**src/rtl/dmem_arbiter_pkg.sv**
```systemverilog
// Shared definitions for the data-memory arbiter: FSM encoding, port ids,
// default parameter values and the lock-counter step helper.
package dmem_arbiter_pkg;

  typedef enum logic [1:0] {
    ARB  = 2'd0,
    OWN0 = 2'd1,
    OWN1 = 2'd2
  } arb_state_t;

  localparam logic PORT_CPU = 1'b0;
  localparam logic PORT_AUX = 1'b1;

  localparam int DEF_LOCK_MAX     = 8;
  localparam int DEF_READ_LATENCY = 1;

  // LOCK_MAX tops out at 255, so eight bits always suffice
  typedef logic [7:0] lock_cnt_t;

  // Advance the consecutive-grant count, saturating at the cap
  function automatic lock_cnt_t lock_cnt_next(input lock_cnt_t cnt, input lock_cnt_t cap);
    return (cnt >= cap) ? cap : cnt + 8'd1;
  endfunction

endpackage

```
**src/rtl/dmem_rd_tag_pipe.sv**
```systemverilog
// Read-tag delay line: carries {valid, port id} of each granted access
// DEPTH cycles so the returning memory data can be steered to its issuer.
// Synchronous clear drops every in-flight tag.
module dmem_rd_tag_pipe
  import dmem_arbiter_pkg::*;
#(
  parameter int DEPTH = DEF_READ_LATENCY
) (
  input  logic clk,
  input  logic rst,
  input  logic push_valid,
  input  logic push_id,
  output logic pop_valid,
  output logic pop_id
);

  logic [DEPTH-1:0] valid_q;
  logic [DEPTH-1:0] id_q;

  // Shift one stage per clock; stage 0 takes the tag of this cycle's grant
  always_ff @(posedge clk) begin
    if (rst) begin
      valid_q <= '0;
      id_q    <= '0;
    end else begin
      valid_q[0] <= push_valid;
      id_q[0]    <= push_id;
      for (int i = 1; i < DEPTH; i++) begin
        valid_q[i] <= valid_q[i-1];
        id_q[i]    <= id_q[i-1];
      end
    end
  end

  assign pop_valid = valid_q[DEPTH-1];
  assign pop_id    = id_q[DEPTH-1];

endmodule

```
**src/rtl/dmem_arbiter.sv**
```systemverilog
// Two-port round-robin arbiter in front of a single-port synchronous data
// memory, with bounded lock bursts and tagged read return.
// Optional statistics counters are compiled in with DMEM_ARB_STATS_EN.
//
// state | meaning
// ARB   | no owner; grant by request, pointer breaks ties
// OWN0  | port 0 holds a lock burst; only port 0 may be granted
// OWN1  | port 1 holds a lock burst; only port 1 may be granted
module dmem_arbiter
  import dmem_arbiter_pkg::*;
#(
  parameter int ADDR_W       = 32,
  parameter int DATA_W       = 32,
  parameter int READ_LATENCY = DEF_READ_LATENCY,
  parameter int LOCK_MAX     = DEF_LOCK_MAX
) (
  input  logic              clk,
  input  logic              rst,
  input  logic              m0_req,
  input  logic              m0_lock,
  input  logic              m0_wren,
  input  logic [ADDR_W-1:0] m0_addr,
  input  logic [DATA_W-1:0] m0_wdata,
  output logic              m0_gnt,
  output logic              m0_rvalid,
  output logic [DATA_W-1:0] m0_rdata,
  input  logic              m1_req,
  input  logic              m1_lock,
  input  logic              m1_wren,
  input  logic [ADDR_W-1:0] m1_addr,
  input  logic [DATA_W-1:0] m1_wdata,
  output logic              m1_gnt,
  output logic              m1_rvalid,
  output logic [DATA_W-1:0] m1_rdata,
  output logic [ADDR_W-1:0] mem_addr,
  output logic [DATA_W-1:0] mem_wdata,
  output logic              mem_wren,
  input  logic [DATA_W-1:0] mem_rdata
`ifdef DMEM_ARB_STATS_EN
  ,
  output logic [31:0]       m0_grant_cnt,
  output logic [31:0]       m1_grant_cnt,
  output logic [31:0]       conflict_cnt
`endif
);

  localparam lock_cnt_t LOCK_CNT = 8'(LOCK_MAX);

  arb_state_t  state_q;
  logic        ptr_q;
  lock_cnt_t   cnt_q;
  lock_cnt_t   cnt_inc;

  logic              gnt0;
  logic              gnt1;
  logic              gnt_any;
  logic              gnt_id;
  logic              other_req;
  logic              sel_lock;
  logic              sel_wren;
  logic [ADDR_W-1:0] sel_addr;
  logic [DATA_W-1:0] sel_wdata;

  logic [ADDR_W-1:0] last_addr_q;
  logic [DATA_W-1:0] last_wdata_q;
  logic [DATA_W-1:0] rdata0_q;
  logic [DATA_W-1:0] rdata1_q;
  logic              tag_valid;
  logic              tag_id;

  // Same-cycle grant decision; nothing is granted while reset is held
  always_comb begin
    gnt0 = 1'b0;
    gnt1 = 1'b0;
    if (!rst) begin
      case (state_q)
        ARB: begin
          if (m0_req && m1_req) begin
            gnt0 = (ptr_q == PORT_CPU);
            gnt1 = (ptr_q != PORT_CPU);
          end else begin
            gnt0 = m0_req;
            gnt1 = m1_req;
          end
        end
        OWN0:    gnt0 = m0_req;
        OWN1:    gnt1 = m1_req;
        default: ;
      endcase
    end
  end

  assign gnt_any   = gnt0 | gnt1;
  assign gnt_id    = gnt1;
  assign other_req = gnt1 ? m0_req : m1_req;
  assign sel_lock  = gnt1 ? m1_lock  : m0_lock;
  assign sel_wren  = gnt1 ? m1_wren  : m0_wren;
  assign sel_addr  = gnt1 ? m1_addr  : m0_addr;
  assign sel_wdata = gnt1 ? m1_wdata : m0_wdata;
  assign cnt_inc   = lock_cnt_next(cnt_q, LOCK_CNT);

  assign m0_gnt = gnt0;
  assign m1_gnt = gnt1;

  // Ownership FSM, round-robin pointer and lock-burst counter.
  // The cap is checked on the count that includes the current grant so a
  // burst never exceeds LOCK_MAX grants while the other port is waiting.
  always_ff @(posedge clk) begin
    if (rst) begin
      state_q <= ARB;
      ptr_q   <= PORT_CPU;
      cnt_q   <= '0;
    end else begin
      case (state_q)
        ARB: begin
          cnt_q <= '0;
          if (m0_req && m1_req) ptr_q <= ~ptr_q;
          if (gnt_any && sel_lock && !(LOCK_CNT == 8'd1 && other_req)) begin
            state_q <= gnt1 ? OWN1 : OWN0;
            cnt_q   <= 8'd1;
          end
        end
        OWN0, OWN1: begin
          if (!gnt_any) begin
            state_q <= ARB;
            cnt_q   <= '0;
          end else if (cnt_inc == LOCK_CNT && other_req) begin
            state_q <= ARB;
            cnt_q   <= '0;
            ptr_q   <= ~gnt_id;
          end else if (!sel_lock) begin
            state_q <= ARB;
            cnt_q   <= '0;
          end else begin
            cnt_q <= cnt_inc;
          end
        end
        default: begin
          state_q <= ARB;
          cnt_q   <= '0;
        end
      endcase
    end
  end

  // Remember the last granted address/data so idle cycles hold the bus steady
  always_ff @(posedge clk) begin
    if (rst) begin
      last_addr_q  <= '0;
      last_wdata_q <= '0;
    end else if (gnt_any) begin
      last_addr_q  <= sel_addr;
      last_wdata_q <= sel_wdata;
    end
  end

  assign mem_wren  = gnt_any & sel_wren;
  assign mem_addr  = rst ? '0 : (gnt_any ? sel_addr  : last_addr_q);
  assign mem_wdata = rst ? '0 : (gnt_any ? sel_wdata : last_wdata_q);

  dmem_rd_tag_pipe #(
    .DEPTH (READ_LATENCY)
  ) u_tag_pipe (
    .clk        (clk),
    .rst        (rst),
    .push_valid (gnt_any & ~sel_wren),
    .push_id    (gnt_id),
    .pop_valid  (tag_valid),
    .pop_id     (tag_id)
  );

  assign m0_rvalid = !rst && tag_valid && (tag_id == PORT_CPU);
  assign m1_rvalid = !rst && tag_valid && (tag_id == PORT_AUX);

  // Capture return data on each port's pulse; the pulse cycle itself
  // forwards mem_rdata so data and rvalid appear together
  always_ff @(posedge clk) begin
    if (rst) begin
      rdata0_q <= '0;
      rdata1_q <= '0;
    end else begin
      if (m0_rvalid) rdata0_q <= mem_rdata;
      if (m1_rvalid) rdata1_q <= mem_rdata;
    end
  end

  assign m0_rdata = rst ? '0 : (m0_rvalid ? mem_rdata : rdata0_q);
  assign m1_rdata = rst ? '0 : (m1_rvalid ? mem_rdata : rdata1_q);

`ifdef DMEM_ARB_STATS_EN
  // Free-running grant and contention counters, wrapping at 2^32
  always_ff @(posedge clk) begin
    if (rst) begin
      m0_grant_cnt <= '0;
      m1_grant_cnt <= '0;
      conflict_cnt <= '0;
    end else begin
      if (gnt0) m0_grant_cnt <= m0_grant_cnt + 32'd1;
      if (gnt1) m1_grant_cnt <= m1_grant_cnt + 32'd1;
      if (m0_req && m1_req) conflict_cnt <= conflict_cnt + 32'd1;
    end
  end
`endif

endmodule

```
**config.mk**
```make
export PLATFORM = sky130hd
export DESIGN_NAME = dmem_arbiter
export DESIGN_NICKNAME = d
export VERILOG_FILES = /design/src/rtl/dmem_arbiter_pkg.sv /design/src/rtl/dmem_rd_tag_pipe.sv /design/src/rtl/dmem_arbiter.sv
export SDC_FILE = /design/constraint.sdc
export NUM_CORES = 1
export LEC_CHECK = 0
export ABC_CLOCK_PERIOD_IN_PS = 2300
export CELL_PAD_IN_SITES_DETAIL_PLACEMENT = 0
export CELL_PAD_IN_SITES_GLOBAL_PLACEMENT = 1
export CORE_MARGIN = 10
export CORE_UTILIZATION = 30
export CTS_BUF_LIST = sky130_fd_sc_hd__clkbuf_4 sky130_fd_sc_hd__clkbuf_8
export DETAILED_ROUTE_END_ITERATION = 7
export GPL_TIMING_DRIVEN = 0
export PLACE_DENSITY = 0.87
export SLEW_MARGIN = 30
export SYNTH_ARGS = -nofsm -noshare
export SYNTH_HDL_FRONTEND = slang
export SYNTH_SLANG_ARGS = --single-unit
```
**constraint.sdc**
```tcl
create_clock -name clk -period 2.3 [get_ports clk]
set_input_delay 0.23 -clock clk [delete_from_list [all_inputs] [get_ports clk]]
set_output_delay 0.23 -clock clk [all_outputs]
set_load 0.01 [all_outputs]
```
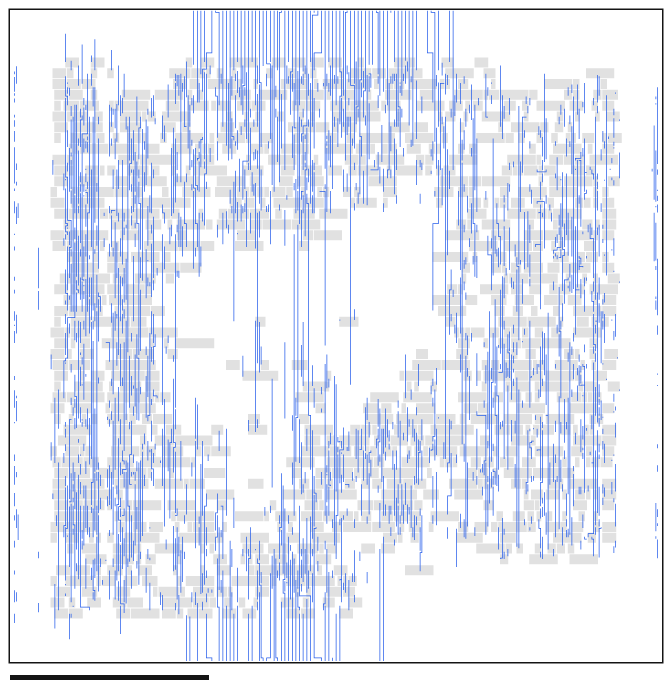
Fig. 1. Metal 2.
The bar under the picture is 50 um long.
The wires run mostly vertical. The layer carries 12100 um of wire. The layer holds 46% of the routed length.
met2 usage in global routing: 0.2965
total vias in the final route: 6454

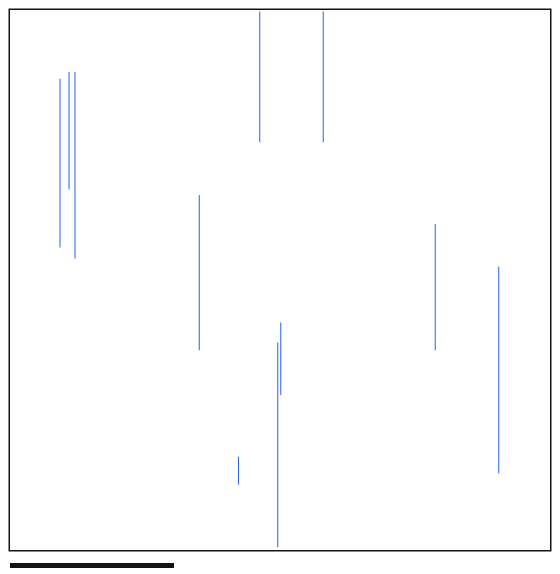
Fig. 2. Metal 4.
The bar under the picture is 50 um long.
The layer holds 1.8% of the routed length. The layer carries 461 um of wire. 10 nets have wire on it. The wires run mostly vertical.
final routed wirelength across all metal layers: 26090 um

==> run_results.csv <==
group,metric,value,unit
power,power.share.switching,0.3007,
place,numPortBuffers,300,
route,dr.first_iter.drc_count,317,
final_timing,fmax,0.3777,GHz
die,top_level_ports,301,
worst_setup_path,arrival,2.42,ns
synth,yosysTopAreaCellShare,0.4527,
cts,cts_hold_fix_bufs,0,
status,run_status,"finished with violations",
final_timing,final.period_utilization,1.151,
power,vdd_drop_max,0.3422,mV
job,log.warning_count,33,
worst_setup_path,reg2reg_to,"last_wdata_q[5]",
route,wire_per_inst,19.23,um
grt,first_pass_grt_wire_length,38270,um
power,power.leakage,0.004532,uW
power,clk-power,1930,uW
die,core-area,20360,um^2
cells_and_area,register_area,2825,um^2
cells_and_area,largestClassByArea,"buffers",
power,power_per_unit_of_standard_cell_area,581.9,nW/um^2
cells_and_area,finish.utilization,0.5195,
power,net-switching-power,1851,uW
worst_setup_path,critPathLaunch,"state_q[0]",
cells_and_area,logic_gates,505,
place,place.detailed.instances,1286,
cells_and_area,number_of_non_clock_buffers,396,
cts,clk-insertion-delay-late,0.44,ns
cells_and_area,combAreaFraction,0.3222,
worst_setup_path,crit_fanout,7,
place,placed_cell_area,9587,um^2
synth,ys_seq_elements,141,
final_timing,finClkSkew,0.01155,ns
final_timing,min_period,2.648,ns
route,first_pass_iters,6,
final_timing,tns,-17.48,ns
cells_and_area,n_sequential_cell,141,
cells_and_area,mostFrequentLayoutCell,"sky130_fd_sc_hd__nand2_1",
final_timing,setup_viol_count_final,65,
cts,cts_root_buffer,"sky130_fd_sc_hd__clkbuf_8",
die,design.die.area,26950,um^2
cells_and_area,final_nets,1247,
final_timing,final-max-slew-violation-count,0,
grt,grt-ovfl-total,0,
cts,tritoncts_clock_tree,"yes",
power,fin_total_pwr,6156,uW
synth,synthTopCellsByArea,"sky130_fd_sc_hd__dfxtp_1 45%, sky130_fd_sc_hd__a311oi_2 14%, sky130_fd_sc_hd__nand2_1 14%, sky130_fd_sc_hd__nand3b_1 4.3%, sky130_fd_sc_hd__nor2_1 4.3%",
power,power.internal,4305,uW
cells_and_area,non_filler_instances,1357,
synth,ys_seq_share,0.4527,
worst_setup_path,r2r_cells,11,
worst_setup_path,critPathCapture,"mem_addr[16]",
power,top_power_group,"registers",
worst_setup_path,endpoint_kind,"output port",
cts,cts_buffer_depth,2,
route,viasPerCell,4.756,
synth,netlist_instances,713,
synth,leading_cell_type_by_number_of_instances_after_synthesis,"sky130_fd_sc_hd__nand2_1",
worst_setup_path,critical_path.startpoint_type,"register",
job,timing.max_cap.violations,0,
worst_setup_path,setup.reg_to_reg.worst_slack,0.34,ns
cells_and_area,lay_top_cells,"178 x sky130_fd_sc_hd__nand2_1, 168 x sky130_fd_sc_hd__clkdlybuf4s50_1, 139 x sky130_fd_sc_hd__dfxtp_1, 71 x sky130_fd_sc_hd__nor2_1, 62 x sky130_fd_sc_hd__buf_2",
grt,antenna_found_initial,2,
cts,cts_sink_count,141,
final_timing,postLayoutSetupSlackWorst,-0.3477,ns
synth,netlist_area,6235,um^2
synth,yosysWarnings,0,
power,reported_combinational_group_power,1570,uW
cells_and_area,layout-drive-gt1-share,0.3171,
final_timing,final_hold_viol_count,0,
cells_and_area,seq_area_frac,0.2671,
power,sequential_group_power,2660,uW
die,tapCellCount,270,
place,post-dp-hpwl,18880,um
power,power_frac_clock,0.313,
hold_path,hold_start,"mem_rdata[16]",
synth,yosys-stat-cells,713,
synth,synth-area-yosys,6235,um^2
cts,clkSlewWorstSetupHoldPaths,0.09,ns
cells_and_area,clock_buffer_count,18,
status,failed_checks,"negative setup slack",
cts,ctsHtreeMaxLevel,4,
[metal layers]
metal | GRT usage | wire (um)
met5 | 0 | 0
met4 | 0.05361 | 461
met3 | 0.09186 | 3110
met2 | 0.2965 | 12120
met1 | 0.2039 | 10400
[timing repair]
item                                    in CTS  in global routing
setup buffers                               16                 16
endpoints found under the setup margin     135                 99
gates cloned                                 5                  4
pin swaps                                   15                 52
gates resized                              457                134
[cells by family after synthesis]
kind of cell,synth area share
buffers and inverters,0.06121
AND-OR/OR-AND,0.2045
other,0.0006015
XOR/XNOR,0.001405
adder cells (fa/ha/maj),0.01204
flip-flops,0.4527
AND/OR/NAND/NOR,0.2675
[worst min path at each step]
stage | end | cells past startpoint
CTS | rdata1_q[19] | 3
detailed placement | rdata1_q[21] | 2
global placement | rdata1_q[21] | 2
finish | rdata1_q[16] | 3
floorplan | u_tag_pipe.pop_valid | 1
global route | rdata1_q[17] | 3
[worst max-delay path, cell delays in order (launching register included)]
cell and delay, ns:
sky130_fd_sc_hd__dfxtp_2 0.34, sky130_fd_sc_hd__inv_4 0.08, sky130_fd_sc_hd__ha_4 0.15, sky130_fd_sc_hd__a21boi_4 0.19, sky130_fd_sc_hd__o21ai_4 0.12, sky130_fd_sc_hd__buf_6 0.16, sky130_fd_sc_hd__clkinv_8 0.04, sky130_fd_sc_hd__buf_12 0.14
sky130_fd_sc_hd__clkbuf_16 0.18, sky130_fd_sc_hd__nand2_4 0.05, sky130_fd_sc_hd__a311oi_2 0.32, sky130_fd_sc_hd__buf_2 0.20
No activity file was given, so power comes from the tool's default toggle rates.
